===== config.mk =====
export PLATFORM = sky130hd
export DESIGN_NAME = regbank_dump_reader
export DESIGN_NICKNAME = d
export VERILOG_FILES = /design/src/rtl/regbank_dump_reader.sv
export SDC_FILE = /design/constraint.sdc
export NUM_CORES = 1
export LEC_CHECK = 0
export ABC_AREA = 1
export CORE_ASPECT_RATIO = 0.5
export CORE_MARGIN = 2
export CORE_UTILIZATION = 41
export CTS_CLUSTER_DIAMETER = 50
export CTS_CLUSTER_SIZE = 10
export DETAILED_ROUTE_END_ITERATION = 12
export GPL_ROUTABILITY_DRIVEN = 0
export GPL_TIMING_DRIVEN = 0
export HOLD_SLACK_MARGIN = 0.05
export MAX_ROUTING_LAYER = met4
export PLACE_DENSITY = 0.87
export SYNTH_ARGS = -nofsm -noshare
export SYNTH_HDL_FRONTEND = slang
export SYNTH_SLANG_ARGS = --single-unit

===== constraint.sdc =====
create_clock -name iCLK -period 1.6 [get_ports iCLK]
set_input_delay 0.24 -clock iCLK [delete_from_list [all_inputs] [get_ports iCLK]]
set_output_delay 0.24 -clock iCLK [all_outputs]
set_load 0.02 [all_outputs]

===== src/rtl/regbank_dump_reader.sv =====
// regbank_dump_reader: walks the register bank display port over
// [FIRST_REG..LAST_REG] and streams each word out on valid/ready.
// Optional build macro REGDUMP_SKIP_ZERO_EN: zero-valued registers
// are scanned but not presented.
// Ports:
//   iCLK, iCLR          clock, synchronous active-high reset
//   iStart, iAbort      dump request (IDLE only), cancel dump
//   oRegDispSelect      index driven to the bank display select
//   iRegDisp            bank display data for oRegDispSelect
//   oData, oIndex       captured word and its register index
//   oValid, iReady      output handshake
//   oBusy, oDone        not-idle flag, end-of-dump pulse
//   oWordCount          words accepted in current/last dump
module regbank_dump_reader #(
    parameter int DATA_W    = 64,
    parameter int SEL_W     = 5,
    parameter int FIRST_REG = 0,
    parameter int LAST_REG  = 31
) (
    input  logic              iCLK,
    input  logic              iCLR,
    input  logic              iStart,
    input  logic              iAbort,
    output logic [SEL_W-1:0]  oRegDispSelect,
    input  logic [DATA_W-1:0] iRegDisp,
    output logic [DATA_W-1:0] oData,
    output logic [SEL_W-1:0]  oIndex,
    output logic              oValid,
    input  logic              iReady,
    output logic              oBusy,
    output logic              oDone,
    output logic [SEL_W:0]    oWordCount
);

    generate
        if (FIRST_REG < 0 || FIRST_REG > LAST_REG ||
            LAST_REG > (2**SEL_W) - 1) begin : g_bad_range
            $error("regbank_dump_reader: illegal FIRST_REG/LAST_REG");
        end
    endgenerate

    localparam logic [SEL_W-1:0] L_FIRST = SEL_W'(FIRST_REG);
    localparam logic [SEL_W-1:0] L_LAST  = SEL_W'(LAST_REG);

    typedef enum logic [1:0] {
        S_IDLE,
        S_FETCH,
        S_SEND,
        S_DONE
    } state_t;

    state_t              r_state;
    state_t              w_state_nxt;
    logic [SEL_W-1:0]    r_idx;
    logic [SEL_W-1:0]    w_idx_nxt;
    logic [DATA_W-1:0]   r_data;
    logic [DATA_W-1:0]   w_data_nxt;
    logic [SEL_W-1:0]    r_index;
    logic [SEL_W-1:0]    w_index_nxt;
    logic [SEL_W:0]      r_cnt;
    logic [SEL_W:0]      w_cnt_nxt;
    logic                w_last;

    // idx stops at LAST_REG, so the increment can never wrap
    assign w_last = (r_idx == L_LAST);

    always_ff @(posedge iCLK) begin
        if (iCLR) begin
            r_state <= S_IDLE;
            r_idx   <= L_FIRST;
            r_data  <= '0;
            r_index <= '0;
            r_cnt   <= '0;
        end else begin
            r_state <= w_state_nxt;
            r_idx   <= w_idx_nxt;
            r_data  <= w_data_nxt;
            r_index <= w_index_nxt;
            r_cnt   <= w_cnt_nxt;
        end
    end

    always_comb begin
        w_state_nxt = r_state;
        w_idx_nxt   = r_idx;
        w_data_nxt  = r_data;
        w_index_nxt = r_index;
        w_cnt_nxt   = r_cnt;
        oValid      = 1'b0;
        oBusy       = (r_state != S_IDLE);
        oDone       = 1'b0;
        if (iAbort && r_state != S_IDLE) begin
            // abort wins over acceptance and suppresses the done pulse
            w_state_nxt = S_IDLE;
            w_idx_nxt   = L_FIRST;
        end else begin
            case (r_state)
                S_IDLE: begin
                    if (iStart && !iAbort) begin
                        w_idx_nxt   = L_FIRST;
                        w_cnt_nxt   = '0;
                        w_state_nxt = S_FETCH;
                    end
                end
                S_FETCH: begin
`ifdef REGDUMP_SKIP_ZERO_EN
                    if (iRegDisp == '0) begin
                        if (w_last) begin
                            w_state_nxt = S_DONE;
                        end else begin
                            w_idx_nxt = r_idx + 1'b1;
                        end
                    end else begin
                        w_data_nxt  = iRegDisp;
                        w_index_nxt = r_idx;
                        w_state_nxt = S_SEND;
                    end
`else
                    w_data_nxt  = iRegDisp;
                    w_index_nxt = r_idx;
                    w_state_nxt = S_SEND;
`endif
                end
                S_SEND: begin
                    oValid = 1'b1;
                    if (iReady) begin
                        w_cnt_nxt = r_cnt + 1'b1;
                        if (w_last) begin
                            w_state_nxt = S_DONE;
                        end else begin
                            w_idx_nxt   = r_idx + 1'b1;
                            w_state_nxt = S_FETCH;
                        end
                    end
                end
                S_DONE: begin
                    oDone       = 1'b1;
                    w_idx_nxt   = L_FIRST;
                    w_state_nxt = S_IDLE;
                end
                default: begin
                    w_state_nxt = S_IDLE;
                    w_idx_nxt   = L_FIRST;
                end
            endcase
        end
    end

    assign oRegDispSelect = r_idx;
    assign oData          = r_data;
    assign oIndex         = r_index;
    assign oWordCount     = r_cnt;

endmodule


Figure 1. Routing congestion.
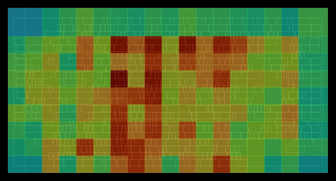
GRT Resource Usage Total: 21.93%
final core occ: 70.56%
GRT met1 Usage: 24.34%
met2 Track Usage GR: 38.96%

Figure 2. Sizing map.
Scale: 4 px per um.
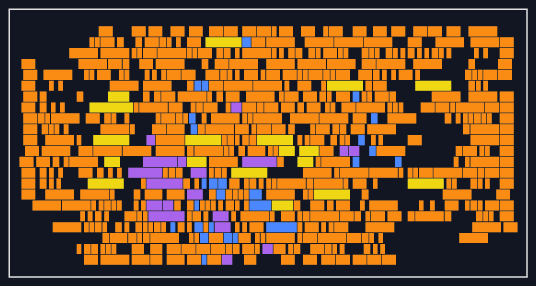
[orange] _0 and _1 cells | cells: 529
[purple] _3 and _4 cells | cells: 18
[blue] _2 cells | cells: 26
[yellow] _6 and larger | cells: 18

Figure 3. The metal 2 layer.
Scale: 4 px per um.
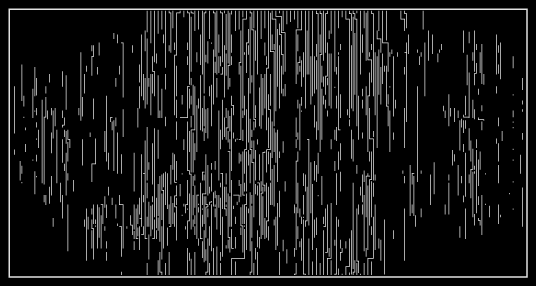
main direction: vertical
wire length on this layer: 4,670 um
share of all routed wire: 50%
longest straight run: 29.1 um
nets with wire on the layer: 536
drt total wl: 9327 um
via count: 3,303

Figure 4. Where the registers sit.
Scale: 4 px per um. Other sequential cells in the stronger grey, the rest of the logic in the fainter grey.
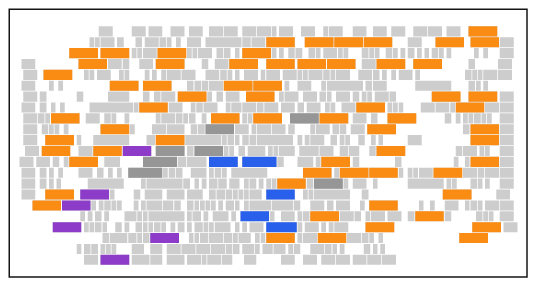
[blue] `oRegDispSelect` | flops: 5
[purple] `oWordCount` | flops: 6 | where: south-west
[orange] `oData` | flops: 64 | where: spread over the die
not coloured: 7
Storage cell area: 0.001654 sq mm
fraction of area in registers: 31.42%
power in sequential cells: 3160 uW

Figure 5. Zoomed window.
Region (52, 21) to (77, 46) um. Cells in grey, sequential cells in the stronger grey; small squares are vias.
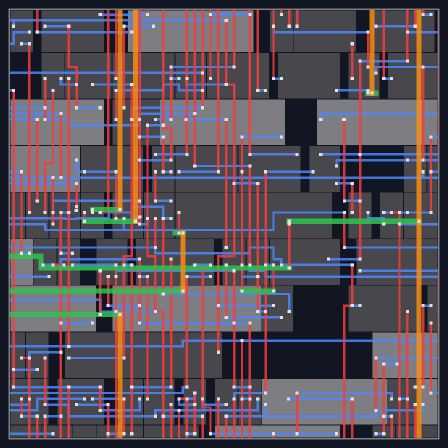
[orange] metal 4
[green] metal 3
[red] metal 2
[blue] metal 1
most frequent: nor2_1 (14), clkdlybuf4s50_1 (11), dfxtp_1 (8)
cells with their middle in the window: 59
sequential cells in the window: 9
netlist names of flops here include: `oData` (5), `oIndex` (2), `oRegDispSelect` (2)

==> reports/results.tsv <==
metric	value	unit
status	complete, no violations	
crit share post-route	98.50	%
met2 WL post-DR	4673	um
DP HPWL	6611	um
syn_nets	498	
core footprint	0.007460	sq mm
Logic family by area	simple AND/OR/NAND/NOR gates	
Post-CTS Hold Buffers	0	
FA/HA/MAJ Cells, Area Fraction	3.121	%
CTS max path bufs	2	
highest routed layer	met4	
Synthesis Warnings	0	
placed cell area	0.004853	sq mm
fmax	0.6345	GHz
post-synthesis sequential area ratio	51.19	%
diode count	0	
wl on met1	3928	um
Comb pwr share	47.9	%
layout cells sized above 1	10.49	%
Leading cell kind	buffers	
H-tree depth	3	
PwrDens	1902	mW/mm^2
1st-pass router iterations	5	
==> layout by cell type, fill, tap and decap left out, types with 2 or more instances in the layout <==
master           netlist  routed
dlygate4sd2_1          0       7
buf_2                  8       8
a21oi_1               11      11
nand2_4                2       2
o21ai_1               41      43
dfxtp_1               82      78
buf_4                  1       5
nor2_2                 1       5
buf_6                  5       3
nor2_1               154     149
clkbuf_16              0      10
nand4_1                3       3
dlymetal6s2s_1         0       2
clkdlybuf4s50_1        0     139
inv_2                  5       6
ha_4                   0       2
inv_4                  1       3
clkbuf_8               0       2
nand3_1                6       6
inv_1                 18      15
nand2_1               26      24
buf_8                  0       2
dfxtp_4                0       3
nor2_4                 2       3
ha_1                   8       5
nor3_1                 2       2
o21ai_0               36      33
nand2_2                0       2
clkbuf_1               6       9
==> state kept, by name, indices dropped and copies added, names as in the netlist <==
name and cells:
oData 64, oRegDispSelect 5, r_state 2, oWordCount 6
oIndex 5
==> power groups by stage <==
stage	combinational, uW	clock [uW]	sequential [uW]
2_1_floorplan	1790	0	3960
3_3_place_gp	4500	0	3130
3_5_place_dp	4560	0	3170
4_1_cts	4610	2090	3140
5_1_grt	5210	2180	3240
6_report	4800	2050	3160
==> final timing paths <==
path                                   startpoint                 to  slack [ps]  cells past startpoint
worst max-delay path            oRegDispSelect[0]  oRegDispSelect[0]          20                      9
worst max register to register  oRegDispSelect[0]  oRegDispSelect[0]          20                      9
worst min register to register          oData[38]          oData[38]         480                      2
worst min-delay path                    oData[38]          oData[38]         480                      2
==> repair_timing <==
item / CTS / global route
endpoints found under the hold margin: 0 / 0
gates resized: 29 / 24
setup endpoints to repair: 80 / 19
setup buffers: 0 / 2
pin swaps: 1 / 6
gates cloned: 0 / 1
Power figures rest on the tool's default switching activity, not on a simulated workload.
